--- src/rtl/rv32_instr_aligner_if.sv ---
// Fetch-to-decode handshake bundle for the rv32 parcel aligner.
interface rv32_instr_aligner_if #(
  parameter int unsigned DEPTH = 4
);
  localparam int unsigned CW = $clog2(DEPTH + 1);

  logic          flush;
  logic          fetch_valid;
  logic          fetch_ready;
  logic [31:0]   fetch_word;
  logic [31:0]   fetch_addr;
  logic          dec_valid;
  logic          dec_ready;
  logic [31:0]   dec_instr;
  logic [31:0]   dec_pc;
  logic          dec_compressed;
  logic          dec_illegal;
  logic [CW-1:0] occupancy;

  modport master (
    output flush, fetch_valid, fetch_word, fetch_addr, dec_ready,
    input  fetch_ready, dec_valid, dec_instr, dec_pc, dec_compressed, dec_illegal, occupancy
  );

  modport slave (
    input  flush, fetch_valid, fetch_word, fetch_addr, dec_ready,
    output fetch_ready, dec_valid, dec_instr, dec_pc, dec_compressed, dec_illegal, occupancy
  );
endinterface

--- src/rtl/rv32_instr_aligner.sv ---
// Parcel realignment queue: 32-bit fetch words in, whole 16/32-bit rv32 instructions out.
module rv32_instr_aligner #(
  parameter int unsigned DEPTH    = 4,
  parameter bit          ENABLE_C = 1'b1
) (
  input  logic clk,
  input  logic rst,
  rv32_instr_aligner_if.slave bus
);
  localparam int unsigned PW = $clog2(DEPTH);
  localparam int unsigned CW = $clog2(DEPTH + 1);

  logic [15:0]   mem_q [DEPTH];
  logic [15:0]   mem_d [DEPTH];
  logic [PW-1:0] rd_ptr_q, rd_ptr_d;
  logic [PW-1:0] wr_ptr_q, wr_ptr_d;
  logic [CW-1:0] count_q, count_d;
  logic [31:0]   head_pc_q, head_pc_d;

  logic [15:0]   p0, p1;
  logic          is32, head_valid, illegal, push, pop;
  logic [CW-1:0] push_n, pop_n;
  logic          unused_addr_bit;

  // Head decode: length from the low parcel, second parcel only meaningful for 32-bit.
  assign p0         = mem_q[rd_ptr_q];
  assign p1         = mem_q[rd_ptr_q + PW'(1)];
  assign is32       = (p0[1:0] == 2'b11);
  assign head_valid = is32 ? (count_q >= CW'(2)) : (count_q >= CW'(1));
  assign illegal    = (p0 == 16'h0000) || (!ENABLE_C && !is32) || (is32 && (p0[4:2] == 3'b111));

  assign bus.fetch_ready    = !rst && !bus.flush && (count_q <= CW'(DEPTH - 2));
  assign bus.dec_valid      = !rst && head_valid;
  assign bus.dec_instr      = bus.dec_valid ? (is32 ? {p1, p0} : {16'h0000, p0}) : 32'h0;
  assign bus.dec_pc         = bus.dec_valid ? head_pc_q : 32'h0;
  assign bus.dec_compressed = bus.dec_valid && !is32;
  assign bus.dec_illegal    = bus.dec_valid && illegal;
  assign bus.occupancy      = count_q;

  assign push   = bus.fetch_valid && bus.fetch_ready;
  assign pop    = bus.dec_valid && bus.dec_ready;
  assign push_n = push ? (bus.fetch_addr[1] ? CW'(1) : CW'(2)) : CW'(0);
  assign pop_n  = pop ? (is32 ? CW'(2) : CW'(1)) : CW'(0);
  assign unused_addr_bit = bus.fetch_addr[0];

  always_comb begin
    mem_d     = mem_q;
    rd_ptr_d  = rd_ptr_q;
    wr_ptr_d  = wr_ptr_q;
    head_pc_d = head_pc_q;
    count_d   = count_q + push_n - pop_n;

    if (push) begin
      if (!bus.fetch_addr[1]) begin
        mem_d[wr_ptr_q]          = bus.fetch_word[15:0];
        mem_d[wr_ptr_q + PW'(1)] = bus.fetch_word[31:16];
        wr_ptr_d                 = wr_ptr_q + PW'(2);
      end else begin
        mem_d[wr_ptr_q] = bus.fetch_word[31:16];
        wr_ptr_d        = wr_ptr_q + PW'(1);
      end
      // An empty queue cannot pop, so this load never races the increment below.
      if (count_q == CW'(0)) head_pc_d = {bus.fetch_addr[31:1], 1'b0};
    end

    if (pop) begin
      rd_ptr_d  = rd_ptr_q + (is32 ? PW'(2) : PW'(1));
      head_pc_d = head_pc_q + (is32 ? 32'd4 : 32'd2);
    end

    if (bus.flush) begin
      rd_ptr_d = '0;
      wr_ptr_d = '0;
      count_d  = '0;
    end
  end

  always_ff @(posedge clk) begin
    if (rst) begin
      rd_ptr_q  <= '0;
      wr_ptr_q  <= '0;
      count_q   <= '0;
      head_pc_q <= '0;
    end else begin
      rd_ptr_q  <= rd_ptr_d;
      wr_ptr_q  <= wr_ptr_d;
      count_q   <= count_d;
      head_pc_q <= head_pc_d;
    end
  end

  // Parcel storage carries no reset; count gates every read.
  always_ff @(posedge clk) begin
    mem_q <= mem_d;
  end
endmodule

--- src/flat_wrapper.sv ---
// flat-port wrapper written by rule: the top's interface ports become plain ports
module rv32_instr_aligner_flat 
#(
  parameter int unsigned DEPTH    = 4,
  parameter bit          ENABLE_C = 1'b1
)
  (clk, rst, bus_flush, bus_fetch_valid, bus_fetch_word, bus_fetch_addr, bus_dec_ready, bus_fetch_ready, bus_dec_valid, bus_dec_instr, bus_dec_pc, bus_dec_compressed, bus_dec_illegal, bus_occupancy);
  rv32_instr_aligner_if #(.DEPTH(DEPTH)) bus_i ();
  input  logic clk;
  input  logic rst;
  input wire logic [$bits(bus_i.flush)-1:0] bus_flush;
  input wire logic [$bits(bus_i.fetch_valid)-1:0] bus_fetch_valid;
  input wire logic [$bits(bus_i.fetch_word)-1:0] bus_fetch_word;
  input wire logic [$bits(bus_i.fetch_addr)-1:0] bus_fetch_addr;
  input wire logic [$bits(bus_i.dec_ready)-1:0] bus_dec_ready;
  output wire logic [$bits(bus_i.fetch_ready)-1:0] bus_fetch_ready;
  output wire logic [$bits(bus_i.dec_valid)-1:0] bus_dec_valid;
  output wire logic [$bits(bus_i.dec_instr)-1:0] bus_dec_instr;
  output wire logic [$bits(bus_i.dec_pc)-1:0] bus_dec_pc;
  output wire logic [$bits(bus_i.dec_compressed)-1:0] bus_dec_compressed;
  output wire logic [$bits(bus_i.dec_illegal)-1:0] bus_dec_illegal;
  output wire logic [$bits(bus_i.occupancy)-1:0] bus_occupancy;
  assign bus_i.flush = bus_flush;
  assign bus_i.fetch_valid = bus_fetch_valid;
  assign bus_i.fetch_word = bus_fetch_word;
  assign bus_i.fetch_addr = bus_fetch_addr;
  assign bus_i.dec_ready = bus_dec_ready;
  assign bus_fetch_ready = bus_i.fetch_ready;
  assign bus_dec_valid = bus_i.dec_valid;
  assign bus_dec_instr = bus_i.dec_instr;
  assign bus_dec_pc = bus_i.dec_pc;
  assign bus_dec_compressed = bus_i.dec_compressed;
  assign bus_dec_illegal = bus_i.dec_illegal;
  assign bus_occupancy = bus_i.occupancy;
  rv32_instr_aligner #(.DEPTH(DEPTH), .ENABLE_C(ENABLE_C)) u_core (.clk(clk), .rst(rst), .bus(bus_i));
endmodule
--- config.mk ---
export PLATFORM = sky130hd
export DESIGN_NAME = rv32_instr_aligner_flat
export DESIGN_NICKNAME = d
export VERILOG_FILES = /design/src/rtl/rv32_instr_aligner_if.sv /design/src/rtl/rv32_instr_aligner.sv /design/src/flat_wrapper.sv
export SDC_FILE = /design/constraint.sdc
export NUM_CORES = 1
export LEC_CHECK = 0
export CORE_UTILIZATION = 30
export CTS_CLUSTER_DIAMETER = 50
export CTS_CLUSTER_SIZE = 20
export DETAILED_ROUTE_END_ITERATION = 12
export PLACE_DENSITY = 0.57
export SLEW_MARGIN = 20
export SYNTH_ARGS = -nofsm -noshare
export SYNTH_HDL_FRONTEND = slang
export SYNTH_SLANG_ARGS = --single-unit
--- constraint.sdc ---
create_clock -name clk -period 4.8 [get_ports clk]
set_clock_uncertainty 0.1 [all_clocks]
set_input_delay 1.2 -clock clk [delete_from_list [all_inputs] [get_ports clk]]
set_output_delay 1.2 -clock clk [all_outputs]
set_load 0.01 [all_outputs]
==> reports/qor.tcl <==
set qor(status) {complete, no violations}
set qor(min_path_type) {flop to flop}
set qor(worstPathCellList) {clkdlybuf4s50_1, or3_1, nor2b_1, clkdlybuf4s50_1}
set qor(tightestPinTransition_ns) 0.9751
set qor(n_tap_cell) 313
set qor(grt.overflow.total) 0
set qor(layout.cells.non_filler) 1164
set qor(hold_viol) 0
set qor(maxSlewHeadroom_pct) 34.50
set qor(setup_repair_after_global_routing_missed_its_margin) {no}
set qor(flop_cell) {edfxtp_1}
set qor(signal_buffer_area_fraction_pct) 17.85
set qor(setup_total_negative_slack_ns) 0
set qor(fin_crit_sh_pct) 95.78
set qor(yosys.cell_types.count) 59
set qor(layout.clock_buffers) 9
set qor(top_cells_by_area) {edfxtp_1 27%, dfxtp_1 11%, mux4_2 10%}
set qor(antenna_cells) 0
set qor(regMostFlops) {u_core.mem_q}
set qor(drive_above_1_share_pct) 10.69
set qor(placer_s_final_routability_congestion_estimate) 0.8085
set qor(max-clock-path-buffers) 2
set qor(multi_input_comb_area_sq_um) 3901
set qor(drt.antenna.violating_nets) 0
set qor(path_class) {input port to output port}
set qor(drtPass1Iterations) 5
set qor(synthesis.area_per_instance_sq_um) 9.349
set qor(syn-instance-count) 759
set qor(layout.area.top_class) {multi-input combinational cells}
set qor(ys_ff) 102
set qor(synth-warning-count) 0
set qor(placed_area_sq_um) 8647
set qor(fin_crit_ns) 4.598
set qor(syn-num-nets) 840
set qor(routed_via_density) 5.481
set qor(cts-resized-gates) 0
set qor(cp-end-kind) {output port}
set qor(place_worst_setup_slack_ns) 0.1697
set qor(sequential_cell_area_sq_um) 2684
set qor(timing.final.max_slew_violations) 0
set qor(nFillCells) 2314
set qor(count_of_nets_after_finishing) 927
set qor(cpMaxStageDelayCell) {or3_1}
set qor(dp_hpwl_microns) 15440
set qor(report.power.total_uw) 2049
set qor(setup_ws_ns) 0.2023
set qor(io_buffers) 137
set qor(tritoncts_num_sinks) 102
set qor(area_share_clock_buf_inv_pct) 3.491
set qor(synth.top_cells.by_count) {105 x nand2_1, 88 x a21oi_1, 67 x a221oi_1}
set qor(drt_first_iter_violations) 545
set qor(yosysTopAreaCellShare_pct) 27.09
set qor(fmax_mhz) 217.5
set qor(crit_top_cell) {clkdlybuf4s50_1}
set qor(htree_levels) 3
set qor(cts_root_buffer) {clkbuf_16}
set qor(max_cap_violations) 0
set qor(post_cts_hold_buffer_count) 0
set qor(grt_pass1_vias) 5850
set qor(post-synth-top-area-cell) {edfxtp_1}
set qor(timing.hold.ws_ns) 0.3858
set qor(cts_bufs_inserted) 9
set qor(layout.non_clock_inverters) 19
set qor(critPathMaxStageDelay_ns) 0.64
set qor(drt_drc_violations_left) 0
set qor(post-place-cells) 1148
set qor(setup.worst_path.start_class) {input port}
set qor(cts_setup_buffers) 0
set qor(synthesis.area_sq_um) 7096
set qor(finalSetupViolCount) 0
set qor(use_met1_pct) 25.10
set qor(grt_antenna_before_repair) 0
set qor(cts_tree) {built}
set qor(crit_required_ns) 3.50
set qor(stage_log_warnings) 30
set qor(yosys_instances) 759
[worst max-delay path: cells and delay by family]
kind | cells | cell delay, ns
simple gates | 2 | 1.01
buf+inv | 2 | 1.08
[placed cells by master, fill, tap and decap left out, drive strengths merged, types with 4 or more instances in the layout]
cell type      count
a211oi             5
mux4              32
and2              44
nor3              18
a31oi             11
nand3             16
nand4             12
nor2b             20
a22oi              7
o311ai             4
o211ai             6
ha                 9
nand2            105
and3               7
dfxtp             38
a221oi            67
a21oi             88
buf               30
inv               22
edfxtp            64
nor2              25
o21ai             11
clkdlybuf4s50    136
or3               10
clkbuf             9
[worst paths after layout]
check	start	end	slack (ns)	cells past startpoint
setup / recovery	rst	bus_dec_instr[31]	0.20	4
hold / removal	u_core.head_pc_q[2]	u_core.head_pc_q[2]	0.39	2
setup reg to reg	u_core.rd_ptr_q[1]	u_core.head_pc_q[23]	1.06	12
hold reg to reg	u_core.head_pc_q[2]	u_core.head_pc_q[2]	0.39	2
[layer usage]
metal	wire [microns]	part of all wire [%]	up-vias
li1	-	-	3058
met1	9893	46	3047
met2	10100	47	265
met3	1385	6.4	10
met4	155	0.72	0
met5	0	0	-
[logic make-up (layout without fill, tap and decap cells)]
| family | Yosys count | in the layout | share of synthesized area [%] |
|---|---|---|---|
| fa+ha+maj | 12 | 12 | 2.433 |
| compound gates | 217 | 217 | 20.90 |
| other cells | 1 | 1 | 0.05285 |
| buf+inv | 109 | 201 | 7.318 |
| flops | 102 | 102 | 37.81 |
| mux | 35 | 35 | 10.62 |
| simple gates | 278 | 278 | 20.26 |
| xor+xnor | 5 | 5 | 0.6173 |
[where the power goes]
group	internal (uW)	switching (uW)
clock	416	361
combinational	137	158
sequential	956	21.8
total	1510	540
### PDN straps and rails

Drawn at 3 px/micron. Pins as bars on the die edge. Tap cells in grey.
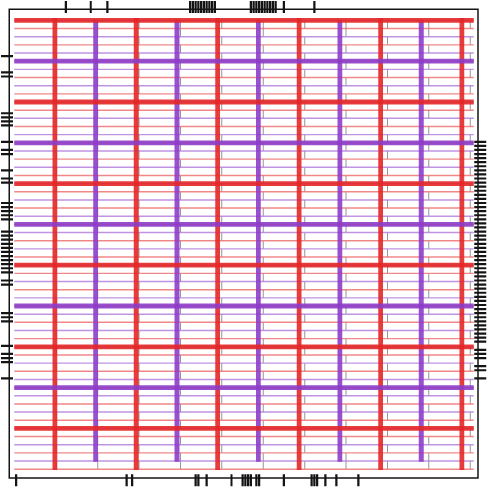
Key: purple = VDD; red = VSS
140 signal pins sit on the boundary. The core has 55 rows. 56 met1 rails follow the rows.
peak ir drop on the vdd network: 0.0001341 V
Core ar.: 22920 sq um
floorplan die width: 155.8 microns
height of the die: 155.8 microns

### Cell classes on the final placement

Drawn at 3 px/micron. Fill, decap, tap and diode cells in grey.
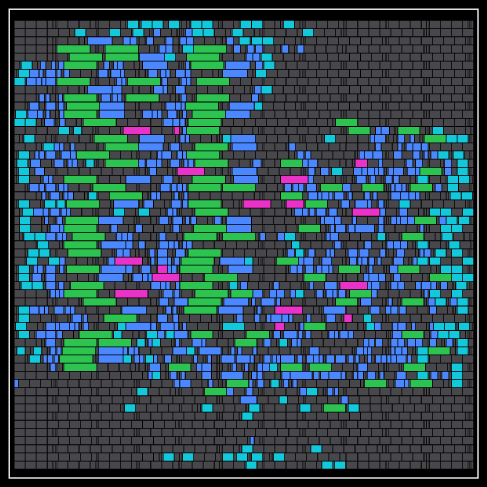
Key: cyan = remaining buffers and delay cells [cells 166, share of their area 19%]; magenta = clock drivers and dummy loads [cells 16, share of their area 3.7%]; blue = remaining logic cells [cells 567, share of their area 46%]; green = registers [cells 102, share of their area 31%]
number of standard-cell rows in the floorplan: 55
core occupancy in the finished layout: 39.10%
final std cell area, no fill: 8960 sq um
flop share of the area: 29.95%

### Routed clock nets over the placement

Drawn at 2 px/micron.
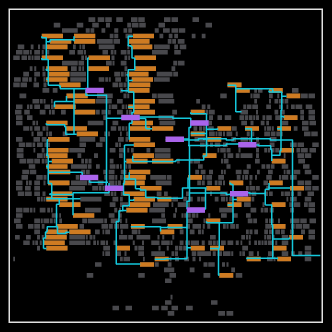
Key: purple = clock-net drivers [count 9]; cyan = clock wires [length 1380 microns]; orange = flip-flops [count 102]
There are 10 routed clock nets.
part of the power in the clock network: 37.9%
power drawn by the clock network: 777 uW
clk ins delay skew pair: 0.35 ns

### Metal layers overlaid

Drawn at 3 px/micron.
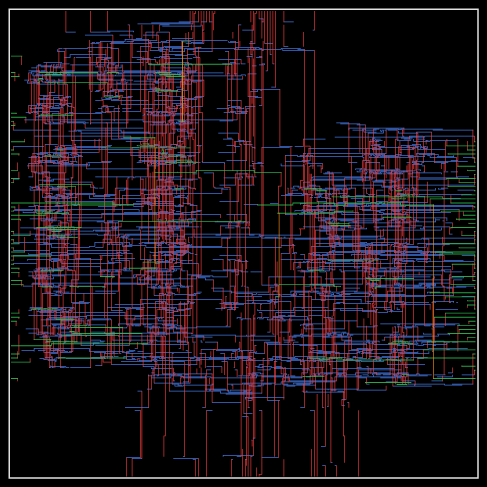
Key: orange = M4 [wire length 156 microns]; blue = M1 [wire length 9890 microns]; red = M2 [wire length 10100 microns]; green = M3 [wire length 1390 microns]
routed length per placed instance: 18.50 microns
total routed wirelength: 21530 microns
overall global routing resource usage: 18.05%
vias: 6380

### Routing congestion map

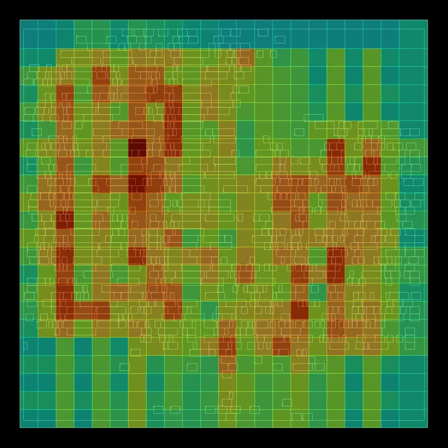
gr busiest metal: met2
Global Route met3 Usage: 3.028%
met2 routing resource usage after global routing: 29.55%

No activity file was given, so power comes from the tool's default toggle rates.
